## config.mk

```make
export PLATFORM = sky130hd
export DESIGN_NAME = usb_cdc_stream_fifo
export DESIGN_NICKNAME = d
export VERILOG_FILES = /design/src/rtl/usb_cdc_pkg.sv /design/src/rtl/usb_cdc_fifo_mem.sv /design/src/rtl/usb_cdc_stream_fifo.sv
export SDC_FILE = /design/constraint.sdc
export NUM_CORES = 1
export LEC_CHECK = 0
export CORE_MARGIN = 5
export CORE_UTILIZATION = 43
export CTS_CLUSTER_SIZE = 14
export DETAILED_ROUTE_END_ITERATION = 7
export MAX_ROUTING_LAYER = met4
export PLACE_DENSITY = 0.73
export RECOVER_POWER = 25
export SETUP_SLACK_MARGIN = 0.05
export SLEW_MARGIN = 20
export SYNTH_ARGS = -nofsm -noshare
export SYNTH_HDL_FRONTEND = slang
export SYNTH_SLANG_ARGS = --single-unit
```

## constraint.sdc

```tcl
create_clock -name PCLK -period 5.91 [get_ports PCLK]
set_input_delay 1.182 -clock PCLK [delete_from_list [all_inputs] [get_ports PCLK]]
set_output_delay 1.182 -clock PCLK [all_outputs]
set_load 0.005 [all_outputs]
```

## src/rtl/usb_cdc_pkg.sv

```systemverilog
// ----------------------------------------------------------------------------
// usb_cdc_pkg
//  Shared constants and helpers for the usb_cdc APB wrapper and its byte FIFOs.
//  Both RX and TX stream FIFOs and usb_cdc_apb take their default geometry
//  from here, so the wrapper's register map and the FIFOs cannot drift apart.
// ----------------------------------------------------------------------------
package usb_cdc_pkg;

   localparam int USB_CDC_FIFO_DW    = 8;
   localparam int USB_CDC_FIFO_DEPTH = 16;

   // Next value of a sticky status bit: a new event wins over a clear that
   // arrives on the same edge, so no event is ever silently lost.
   function automatic logic sticky_next(input logic cur,
                                        input logic set,
                                        input logic clr);
      return set | (cur & ~clr);
   endfunction

endpackage : usb_cdc_pkg

```

## src/rtl/usb_cdc_fifo_mem.sv

```systemverilog
// ----------------------------------------------------------------------------
// usb_cdc_fifo_mem
//  DEPTH x DW register array for the usb_cdc stream FIFO. The write port is
//  synchronous and the read port is asynchronous, which gives the FIFO its
//  first-word-fall-through head. Storage is deliberately not reset.
//
//  Ports
//   PCLK   in  1   clock
//   we     in  1   write enable
//   waddr  in  AW  write address
//   wdata  in  DW  write data
//   raddr  in  AW  read address
//   rdata  out DW  read data (combinational from raddr)
// ----------------------------------------------------------------------------
module usb_cdc_fifo_mem
   import usb_cdc_pkg::*;
#(
   parameter int DW    = USB_CDC_FIFO_DW,
   parameter int DEPTH = USB_CDC_FIFO_DEPTH,
   parameter int AW    = $clog2(DEPTH)
) (
   input  logic          PCLK,
   input  logic          we,
   input  logic [AW-1:0] waddr,
   input  logic [DW-1:0] wdata,
   input  logic [AW-1:0] raddr,
   output logic [DW-1:0] rdata
);

   logic [DW-1:0] mem [DEPTH];

   always_ff @(posedge PCLK) begin
      if (we) begin
         mem[waddr] <= wdata;
      end
   end

   assign rdata = mem[raddr];

endmodule : usb_cdc_fifo_mem

```

## src/rtl/usb_cdc_stream_fifo.sv

```systemverilog
// ----------------------------------------------------------------------------
// usb_cdc_stream_fifo
//  Byte FIFO between the usb_cdc core and the APB register wrapper. One
//  instance buffers RX, another TX. First-word-fall-through, valid/ready on
//  both sides, full-depth level count, threshold flags and sticky
//  overflow/underflow bits feeding the wrapper's raw interrupt status.
//
//  Ports
//   PCLK        in  1     clock
//   PRESETn     in  1     asynchronous active-low reset
//   flush_i     in  1     synchronous flush, empties the FIFO
//   wr_valid_i  in  1     push request
//   wr_data_i   in  DW    push data
//   wr_ready_o  out 1     push accepted when wr_valid_i & wr_ready_o
//   rd_valid_o  out 1     head entry valid
//   rd_data_o   out DW    head entry
//   rd_ready_i  in  1     pop when rd_valid_o & rd_ready_i
//   th_i        in  AW+1  threshold for level compares
//   level_o     out AW+1  occupancy 0..DEPTH
//   empty_o     out 1     level_o == 0
//   full_o      out 1     level_o == DEPTH
//   above_th_o  out 1     level_o >  th_i
//   below_th_o  out 1     level_o <  th_i
//   ovf_o       out 1     sticky: push attempted while full
//   unf_o       out 1     sticky: pop attempted while empty
//   err_clr_i   in  1     clears ovf_o and unf_o
// ----------------------------------------------------------------------------
module usb_cdc_stream_fifo
   import usb_cdc_pkg::*;
#(
   parameter  int DW    = USB_CDC_FIFO_DW,
   parameter  int DEPTH = USB_CDC_FIFO_DEPTH,
   localparam int AW    = $clog2(DEPTH)
) (
   input  logic          PCLK,
   input  logic          PRESETn,
   input  logic          flush_i,
   input  logic          wr_valid_i,
   input  logic [DW-1:0] wr_data_i,
   output logic          wr_ready_o,
   output logic          rd_valid_o,
   output logic [DW-1:0] rd_data_o,
   input  logic          rd_ready_i,
   input  logic [AW:0]   th_i,
   output logic [AW:0]   level_o,
   output logic          empty_o,
   output logic          full_o,
   output logic          above_th_o,
   output logic          below_th_o,
   output logic          ovf_o,
   output logic          unf_o,
   input  logic          err_clr_i
);

   localparam logic [AW:0] FULL_LVL = (AW+1)'(DEPTH);
   localparam logic [AW:0] PTR_ONE  = (AW+1)'(1);

   // Pointers carry one extra wrap bit so that full and empty are
   // distinguishable and level can reach DEPTH without aliasing to 0.
   logic [AW:0] wptr;
   logic [AW:0] rptr;
   logic [AW:0] level;

   logic        push;
   logic        pop;
   logic        ovf_set;
   logic        unf_set;

   assign level   = wptr - rptr;
   assign level_o = level;
   assign empty_o = (level == '0);
   assign full_o  = (level == FULL_LVL);

   // Handshakes depend on registered state only: no ready->ready or
   // valid->valid combinational path through the FIFO.
   assign wr_ready_o = ~full_o;
   assign rd_valid_o = ~empty_o;

   assign push = wr_valid_i & wr_ready_o & ~flush_i;
   assign pop  = rd_ready_i & rd_valid_o & ~flush_i;

   // Refused requests are recorded; a flush swallows them without a flag.
   assign ovf_set = wr_valid_i & full_o  & ~flush_i;
   assign unf_set = rd_ready_i & empty_o & ~flush_i;

   assign above_th_o = (level > th_i);
   assign below_th_o = (level < th_i);

   always_ff @(posedge PCLK or negedge PRESETn) begin
      if (!PRESETn) begin
         wptr <= '0;
         rptr <= '0;
      end else if (flush_i) begin
         wptr <= '0;
         rptr <= '0;
      end else begin
         if (push) begin
            wptr <= wptr + PTR_ONE;
         end
         if (pop) begin
            rptr <= rptr + PTR_ONE;
         end
      end
   end

   // Status flags are independent of flush so the wrapper's RIS survives it.
   always_ff @(posedge PCLK or negedge PRESETn) begin
      if (!PRESETn) begin
         ovf_o <= 1'b0;
         unf_o <= 1'b0;
      end else begin
         ovf_o <= sticky_next(ovf_o, ovf_set, err_clr_i);
         unf_o <= sticky_next(unf_o, unf_set, err_clr_i);
      end
   end

   usb_cdc_fifo_mem #(
      .DW    (DW),
      .DEPTH (DEPTH),
      .AW    (AW)
   ) u_mem (
      .PCLK  (PCLK),
      .we    (push),
      .waddr (wptr[AW-1:0]),
      .wdata (wr_data_i),
      .raddr (rptr[AW-1:0]),
      .rdata (rd_data_o)
   );

endmodule : usb_cdc_stream_fifo
```

==> results.txt, run 1 <==
yosys + openroad results -> Yosys top cell by area edfxtp_1, routed vias 3,396, Setup crit start rptr[3]$_DFFE_PN0P_, Power Density 408 mW/mm², Worst Reg-to-Reg Cells 8, Reg2Reg Setup Slack 2.39 ns, Leak 0.00241 µW, largest power group registers, CP top delay family buffers and inverters, Area Growth Syn to Fin 19.3%, Log Warnings 29, CP arrival 3.68 ns, MaxCap Viol Count 0, Layout Nets 454, io pins 40, final hold vios 0, final slew viol count 0, clk ins delay skew pair 0.41 ns, layout cells sized above 1 15.1%, hpwl dp 8030 µm, Critical R2R Capture u_mem.mem[15][6]$_DFFE_PP_, Psw 796 µW, initial antenna violation count 0, Layout Skew 0.00829 ns, asr flop ratio synth 8.57%, CP Depth 9, register share after synthesis 68.8%, clk sinks 140, clock network fraction of design power 33.8%, Combinational Power Share 27.8%, Reg power frac 38.3%, Hold Crit Depth 1, CTS tree yes, number of post-CTS setup repair buffers 0, first-pass GRT wire length 19,100 µm, outcome complete, no violations, Iter 0 DRT Violations 250, syn avg cell area 16.3 µm², P_seq 1120 µW, kind of critical path flip-flop to output pin, Max Buffers Root-to-Sink 2, P_clk 992 µW, DRT Pass-1 Iters 5
[run 1: layout make-up]
type	instances	area, µm²	area share, %
Sequential cell	140	4150	57.7
Multi-Input combinational cell	196	1740	24.2
Timing Repair Buffer	47	450	6.27
Clock buffer	18	429	5.97
Tap cell	180	225	3.14
Clock inverter	11	123	1.71
Inverter	18	70.1	0.975
[run 1: metal layers]
metal  up-vias  share of wire (%)
met5         -                  0
met1      1719                 43
met2        93                 51
li1       1561                  -
met4         0                2.6
met3        23                4.0
[run 1: metrics by stage]
stage | cells | hold slack, ns | cell area, µm² | power [µW] | setup WS [ns]
detailed placement | 581 | 0.498 | 6630 | 1960 | 1.44
CTS | 610 | 0.511 | 7180 | 2950 | 1.07
global placement | 581 | 0.489 | 6630 | 1940 | 1.53
finish | 610 | 0.503 | 7180 | 2930 | 1.05
global route | 610 | 0.541 | 7180 | 3070 | 0.812
floorplan | 369 | 0.498 | 6020 | 1630 | 2.36
[run 1: placed cells by master, fill, tap and decap left out, types with 11 or more instances in the layout]
cell             Yosys  routed
mux2i_1             32      32
clkbuf_16            0      17
nand2_1             11      11
nor2_1              19      19
clkdlybuf4s50_1      0      34
a221oi_1            16      16
inv_1               14      14
edfxtp_1           128     128
dfrtp_1             12      11
mux4_2              16      16
ha_1                14      14
o21ai_0             13      13
[run 1: cell families (layout without fill, tap and decap cells)]
logic type / count (synthesis) / in the layout / share of synthesized area, %
AOI/OAI and AO/OA: 60 / 60 / 7.31
xor gates and xnor gates: 4 / 4 / 0.707
adders and majority gates: 15 / 15 / 3.24
buffers and inverters: 33 / 94 / 2.29
DFF: 140 / 140 / 68.8
muxes: 51 / 51 / 11.9
and+or+nand+nor: 66 / 66 / 5.78
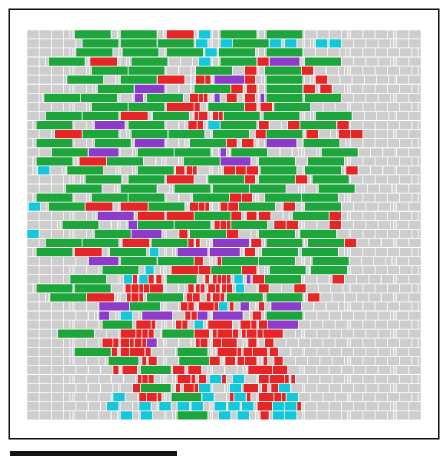
Fig. 1. Placed cells, one colour a class (run 1).
Bar = 50 µm. Fill, decap, tap and diode cells in grey.
Green marks flops, cells 140. Cyan marks other buffers and delay cells, cells 47. Purple marks clock drivers and dummy loads, cells 29. Red marks combinational and other logic, cells 214.

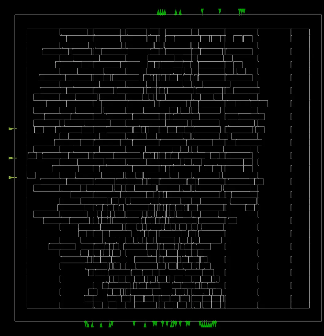
Fig. 2. Placement view (run 1).
filler cell count: 1,095
Core Area: 0.0138 mm²
Tap Cells: 180
Layout Cells excl Fill: 610

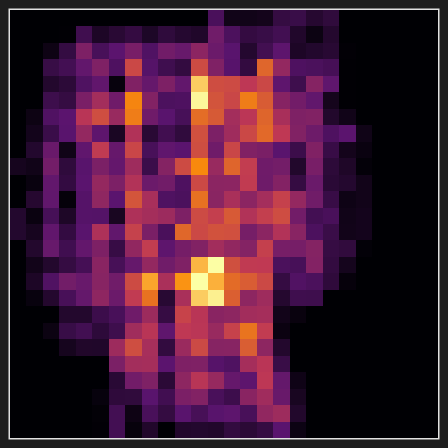
Fig. 3. Wiring heat map (run 1).
The die is cut into 26 by 26 equal tiles; black is low, pale yellow is high, scaled to the fullest tile. Values are wire area over tile area, all layers added.
11% of the tiles are over half the peak. The mean over all tiles is 0.12. 35% of the tiles are nearly empty. The fullest tile reaches 0.58. The emptiest ninth of the die: bottom right.

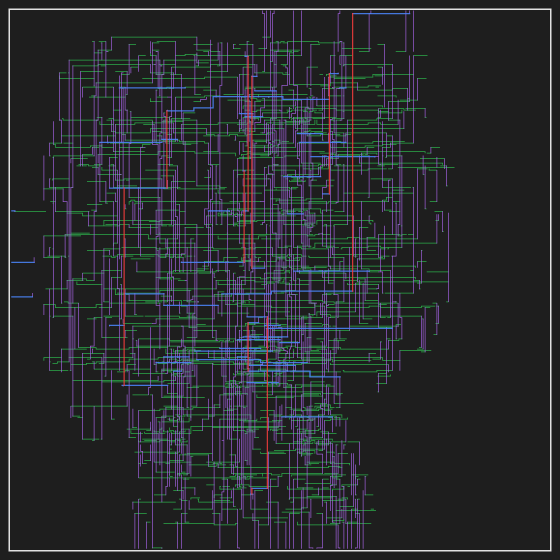
Fig. 4. Wiring by layer (run 1).
Blue marks metal 3, wire length 486 µm. Green marks metal 1, wire length 5,140 µm. Purple marks metal 2, wire length 6,100 µm. Red marks metal 4, wire length 318 µm.

Fig. 5: run 1, signal wires on met1
Supply wires on this layer in grey.
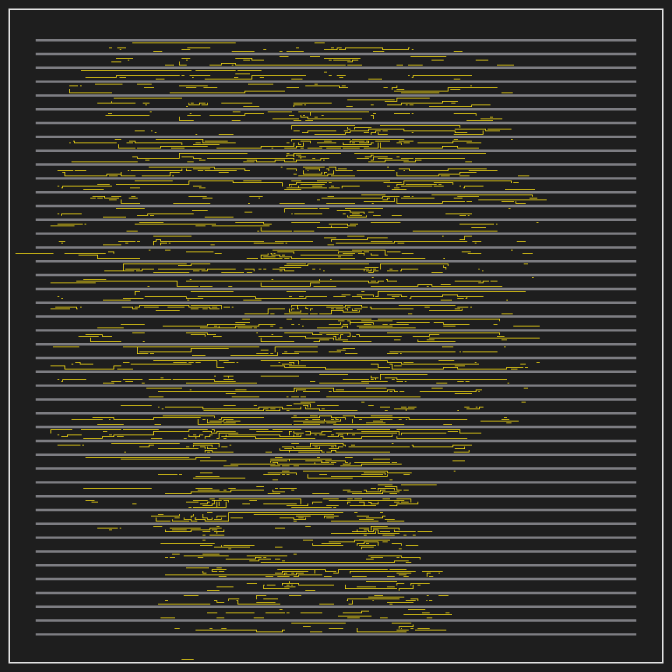

==> run 2: changes to the inputs <==
--- a/config.mk
+++ b/config.mk
@@ -10,7 +10,7 @@
 export CTS_CLUSTER_SIZE = 14
 export DETAILED_ROUTE_END_ITERATION = 7
 export MAX_ROUTING_LAYER = met4
-export PLACE_DENSITY = 0.73
+export PLACE_DENSITY = 0.75
 export RECOVER_POWER = 25
 export SETUP_SLACK_MARGIN = 0.05
 export SLEW_MARGIN = 20
==> constraint.sdc (replaced) <==
create_clock -name PCLK -period 3.9 [get_ports PCLK]
set_input_delay 0.78 -clock PCLK [delete_from_list [all_inputs] [get_ports PCLK]]
set_output_delay 0.78 -clock PCLK [all_outputs]
set_load 0.005 [all_outputs]
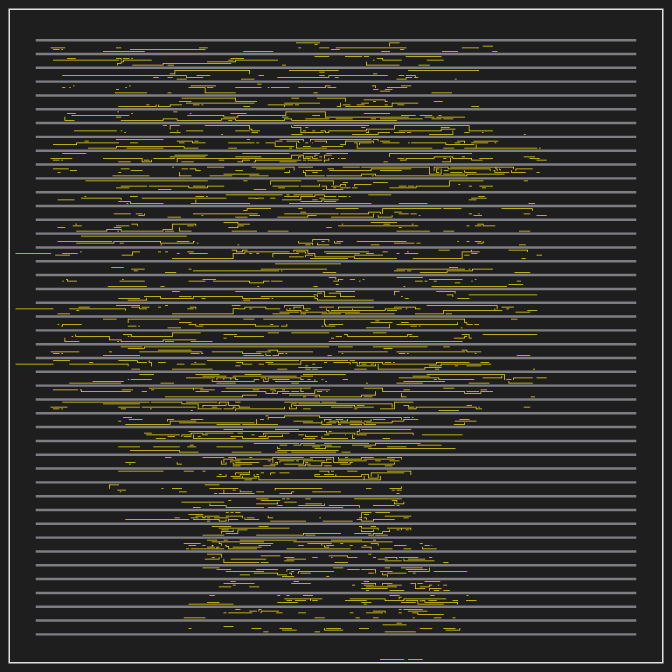
Fig. 6. Signal wires on met1 (run 2).
Supply wires on this layer in grey.
The layer holds 41% of the routed length. The wires run mostly horizontal.

==> run 2 against run 1 <==
Against the previous run: critical path depth fell by 1; die size is the same; register-to-register slack got worse by 1.5 ns; clock power is 78% higher; via count grew 2.8%; critical endpoint is now wr_ready_o; largest power group is now clock.
==> results.txt, run 2 <==
yosys + openroad results -> outcome complete, no violations, DRT Pass-1 Iters 5 (unchanged), first-pass GRT wire length 19,100 µm (+0.36%), Core Area 0.0138 mm² (unchanged), routed vias 3,492 (+2.8%), met2 routed WL 6130 µm (+0.36%), Worst Reg-to-Reg Cells 11 (+3), Power Density 638 mW/mm² (+56%), synthesized netlist cell count 369, die area 0.0165 mm², Commonest cells post-synth edfxtp_1, mux2i_1, nor2_1, Hold Crit Depth 1 (unchanged), initial antenna violation count 0 (unchanged), final slew viol count 0 (unchanged), Layout Skew 0.00481 ns (-0.00349 ns), CP top delay family adder cells, register share after synthesis 68.8% (unchanged), DR WL/cell 19.1 µm, number of post-CTS setup repair buffers 2 (+2), Yosys top cell by area edfxtp_1, RSZ-0062 raised after global routing yes, Iter 0 DRT Violations 245 (-2.0%), Largest register FFs 128, DP Area 0.00671 mm² (+1.2%), syn avg cell area 16.3 µm² (unchanged), MaxCap Viol Count 0 (unchanged), Critical R2R Capture u_mem.mem[10][4]$_DFFE_PP_, Commonest Layout Cell edfxtp_1, Log Warnings 30 (+3.4%), wire length on met3 657 µm (+35%), most frequent cells in the layout edfxtp_1, mux2i_1, clkdlybuf4s50_1, Metal-1 WL 4950 µm (-3.6%), Reg2Reg Setup Slack 0.85 ns (-1.54 ns), Finished Cell Area 0.00742 mm² (+3.2%), final worst slack 0.119 ns (-0.932 ns), Registers, synthesis 140, Layout Nets 468 (+3.1%), hpwl dp 8040 µm (about the same), Max Buffers Root-to-Sink 2 (unchanged), Cells after DPL 592 (+1.9%), kind of critical path flip-flop to output pin, Leak 0.00257 µW (+6.4%), number of warnings issued by yosys 0, gr usage total 16.0%, Area Growth Syn to Fin 23.1%, clk sinks 140 (unchanged), top sig layer met4, layout cells sized above 1 20.1% (+5.0 points), filler cell count 1,047 (-4.4%), worst slew pin tran 0.876 ns, count leader, synth edfxtp_1, asr flop ratio synth 8.57% (unchanged), Layout Cells excl Fill 627 (+2.8%), Util after Layout 53.6%, sequential cell area 0.00415 mm² (about the same), final hold vios 0 (unchanged), TritonCTS buffer count 17, dominant synthesized flop cell edfxtp_1, Comb area 0.00176 mm² (+1.1%), CTS tree yes, CP arrival 3.00 ns (-0.68 ns), yosys stat area 0.00602 mm², clk ins delay skew pair 0.42 ns (about the same), io pins 40 (unchanged), pre-CTS setup slack 0.156 ns (-1.28 ns), FP Core Util 43.6%, slowest stage delay, CP 0.47 ns
==> run 2: cell counts after synthesis <==
No cell type changed its count.
==> run 2: how the worst max path moves through the flow <==
stage | from | endpoint | slack (ns) | depth (start not counted)
floorplan | wptr[0]$_DFFE_PN0P_ | above_th_o | 0.75 | 10
finish | rptr[0]$_DFFE_PN0P_ | wr_ready_o | 0.12 | 8
global route | wptr[0]$_DFFE_PN0P_ | wr_ready_o | -0.02 | 10
global placement | wptr[0]$_DFFE_PN0P_ | above_th_o | 0.28 | 11
CTS | wptr[0]$_DFFE_PN0P_ | full_o | 0.07 | 8
detailed placement | wptr[0]$_DFFE_PN0P_ | above_th_o | 0.16 | 11
==> run 2: stage by stage <==
stage | power [µW] | hold WS [ns]
floorplan | 2470 | 0.484
global placement | 2930 | 0.489
detailed placement | 2970 | 0.524
CTS | 4740 | 0.540
global route | 4940 | 0.565
finish | 4730 | 0.527
==> run 2: cell type report <==
type,instances,share of cell area [%]
tap,180,3.04
inverter,18,0.945
clock buffer,17,5.74
multi-input combinational,196,23.7
sequential,140,55.9
clock inverter,15,3.10
timing repair buffer,61,7.54
==> run 2: kinds of logic after synthesis <==
| family | synth area share [%] |
|---|---|
| adder cells (fa/ha/maj) | 3.24 |
| multiplexers | 11.9 |
| buffers and inverters | 2.29 |
| XOR/XNOR | 0.707 |
| AND-OR/OR-AND | 7.31 |
| AND/OR/NAND/NOR | 5.78 |
| flip-flops | 68.8 |
==> run 2: per-layer routing <==
metal | track usage [%] | vias up
li1 | - | 1598
met1 | 19.5 | 1760
met2 | 25.6 | 108
met3 | 4.57 | 26
met4 | 5.62 | 0
met5 | - | -
==> run 2: where the power goes <==
part,internal (µW),leakage (µW),switching (µW)
sequential,1680,0.00131,20.6
clock,1150,0.000319,620
combinational,648,0.000933,615
Fig. 7: run 2, wiring heat map
The die is cut into 26 by 26 equal tiles; black is low, pale yellow is high, scaled to the fullest tile. Values are wire area over tile area, all layers added.
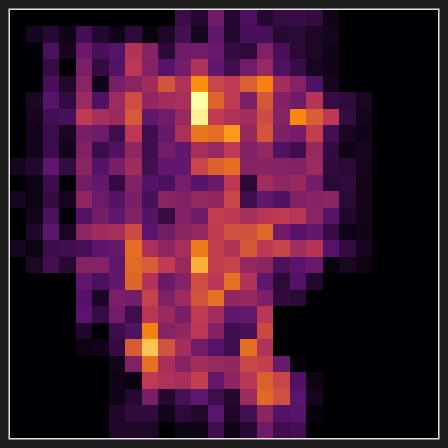

==> run 3: changes to the inputs <==
--- a/config.mk
+++ b/config.mk
@@ -6,11 +6,11 @@
 export NUM_CORES = 1
 export LEC_CHECK = 0
 export CORE_MARGIN = 5
-export CORE_UTILIZATION = 43
+export CORE_UTILIZATION = 47
 export CTS_CLUSTER_SIZE = 14
 export DETAILED_ROUTE_END_ITERATION = 7
 export MAX_ROUTING_LAYER = met4
-export PLACE_DENSITY = 0.75
+export PLACE_DENSITY = 0.8
 export RECOVER_POWER = 25
 export SETUP_SLACK_MARGIN = 0.05
 export SLEW_MARGIN = 20
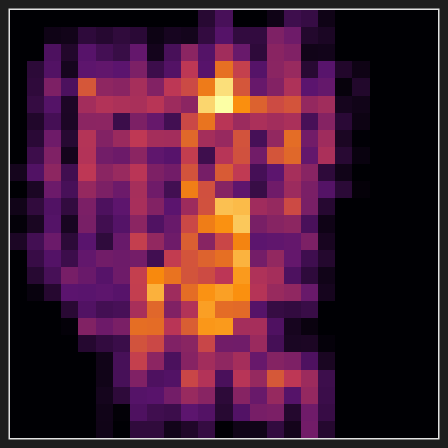
Fig. 8. Wiring heat map (run 3).
The die is cut into 25 by 25 equal tiles; black is low, pale yellow is high, scaled to the fullest tile. Values are wire area over tile area, all layers added.
The emptiest ninth of the die: bottom right. 12% of the tiles are over half the peak. The fullest tile reaches 0.61. The densest ninth of the die: middle. The mean over all tiles is 0.13. 33% of the tiles are nearly empty.

==> run 3 against run 2 <==
Against the previous run: critical path depth is the same; routed wire length grew 4.8%; final cell count down 1.1%; first-iteration DRC count up 18%; non-clock buffer count increased by 1; utilization is 5.0 points higher; fmax up 0.95%; die size decreased by 7.9%; sequential power hardly changed; sequential share of layout area rose by 0.37 points; critical endpoint unchanged; largest cell class unchanged; largest power group is now registers; highest routed layer unchanged.
==> results.txt, run 3 <==
yosys + openroad results -> TritonCTS buffer count 17 (unchanged), io pins 40 (unchanged), pre-CTS setup slack 0.189 ns (+0.0329 ns), layout cells sized above 1 20.1% (-0.045 points), wire length on met3 718 µm (+9.3%), Finish-stage setup viols 0, FP Core Util 47.9% (+4.4 points), Hold Crit Depth 1 (unchanged), CP arrival 2.97 ns (-0.03 ns), CP top delay family adder cells, die area 0.0152 mm² (-7.9%), Layout Skew 0.00589 ns (+0.00108 ns), MaxCap Viol Count 0 (unchanged), GR met2 Demand/Resource 30.4% (+4.8 points), outcome complete, no violations, clk sinks 140 (unchanged), Iter 0 DRT Violations 290 (+18%), Finished Cell Area 0.00737 mm² (-0.66%), routing usage on met1 21.7% (+2.3 points), H-tree depth 4, Worst VDD drop 0.375 mV, final worst slack 0.154 ns (+0.0355 ns), Metal-1 WL 5020 µm (+1.4%), final hold vios 0 (unchanged), Post-synth EDFFs 128, Layout Cells excl Fill 620 (-1.1%), Layout Nets 469 (+0.21%), DP Area 0.00674 mm² (+0.37%), Yosys top cell by area edfxtp_1, Reg2Reg Setup Slack 0.93 ns (+0.08 ns), final slew viol count 0 (unchanged), asr flop ratio synth 8.57% (unchanged), number of warnings issued by yosys 0 (unchanged), kind of critical path flip-flop to output pin, register share after synthesis 68.8% (unchanged), Fin Hold WS 0.512 ns (-0.0141 ns), Area Growth Syn to Fin 22.3%, Synth Area in XOR/XNOR 0.706% (unchanged), Largest register FFs 128 (unchanged), top sig layer met4, worst slew pin tran 0.769 ns (-0.107 ns), initial antenna violation count 0 (unchanged), Util after Layout 58.6% (+5.0 points), Registers, synthesis 140 (unchanged), met2 routed WL 6660 µm (+8.8%), Worst Reg-to-Reg Cells 8 (-3), Core Area 0.0126 mm² (-9.1%), Log Warnings 30 (unchanged), met3 usage 4.53% (-0.037 points), RSZ-0062 raised after global routing yes, first-pass GRT wire length 19,600 µm (+2.3%), gr usage total 18.1% (+2.1 points), count leader, synth edfxtp_1, Cells after DPL 586 (-1.0%), Post-Synth Adder-Cell Area 3.24% (unchanged), DRT Pass-1 Iters 5 (unchanged), Final Power 4560 µW (-3.7%), Commonest Layout Cell edfxtp_1, hpwl dp 8250 µm (+2.6%), most frequent cells in the layout edfxtp_1, mux2i_1, clkdlybuf4s50_1, Dominant comb cell multiplexers, yosys aoi share 7.31% (unchanged), Basic Gates by Area 5.78% (unchanged), routed vias 3,545 (+1.5%), Max Buffers Root-to-Sink 2 (unchanged), Power Density 619 mW/mm² (-3.0%), Most Used Layer, Global Route met2, CTS tree yes, dominant synthesized flop cell edfxtp_1, Multiplexer share 11.9% (unchanged)
## run 3: worst max path at each step
| stage | start | endpoint | slack [ns] | cells after the start |
|---|---|---|---|---|
| 3_5_place_dp | wptr[0]$_DFFE_PN0P_ | below_th_o | 0.19 | 12 |
| 6_report | rptr[0]$_DFFE_PN0P_ | wr_ready_o | 0.15 | 8 |
| 3_3_place_gp | wptr[0]$_DFFE_PN0P_ | above_th_o | 0.30 | 11 |
| 4_1_cts | rptr[0]$_DFFE_PN0P_ | full_o | 0.12 | 7 |
| 2_1_floorplan | wptr[0]$_DFFE_PN0P_ | above_th_o | 0.75 | 10 |
| 5_1_grt | rptr[0]$_DFFE_PN0P_ | wr_ready_o | 0.003 | 8 |
## run 3: where the power goes
group          leakage [µW]  switching, µW  internal [µW]  total (µW)
combinational      0.000955            615            634        1250
sequential          0.00131           21.0           1680        1700
clock              0.000280            601           1000        1600
total               0.00255           1240           3320        4560
## run 3: layout make-up
cell class	instances	area, µm²
Clock inverter	14	168
Multi-Input combinational cell	196	1770
Tap cell	172	215
Fill cell	895	5200
Clock buffer	18	429
Inverter	18	70.1
Timing Repair Buffer	62	567
Sequential cell	140	4150
## run 3: kinds of logic after synthesis
| group | Yosys count |
|---|---|
| adder cells (fa/ha/maj) | 15 |
| multiplexers | 51 |
| AND-OR/OR-AND | 60 |
| AND/OR/NAND/NOR | 66 |
| XOR/XNOR | 4 |
| flip-flops | 140 |
| buffers and inverters | 33 |
## run 3: what timing repair did
action | 4_1_cts | 5_1_grt
endpoints found under the setup margin | 6 | 3
pin swaps | 0 | 2
buffers inserted | 2 | 0
gates resized | 8 | 2
hold buffers | 0 | 0
No activity file was given, so power comes from the tool's default toggle rates.
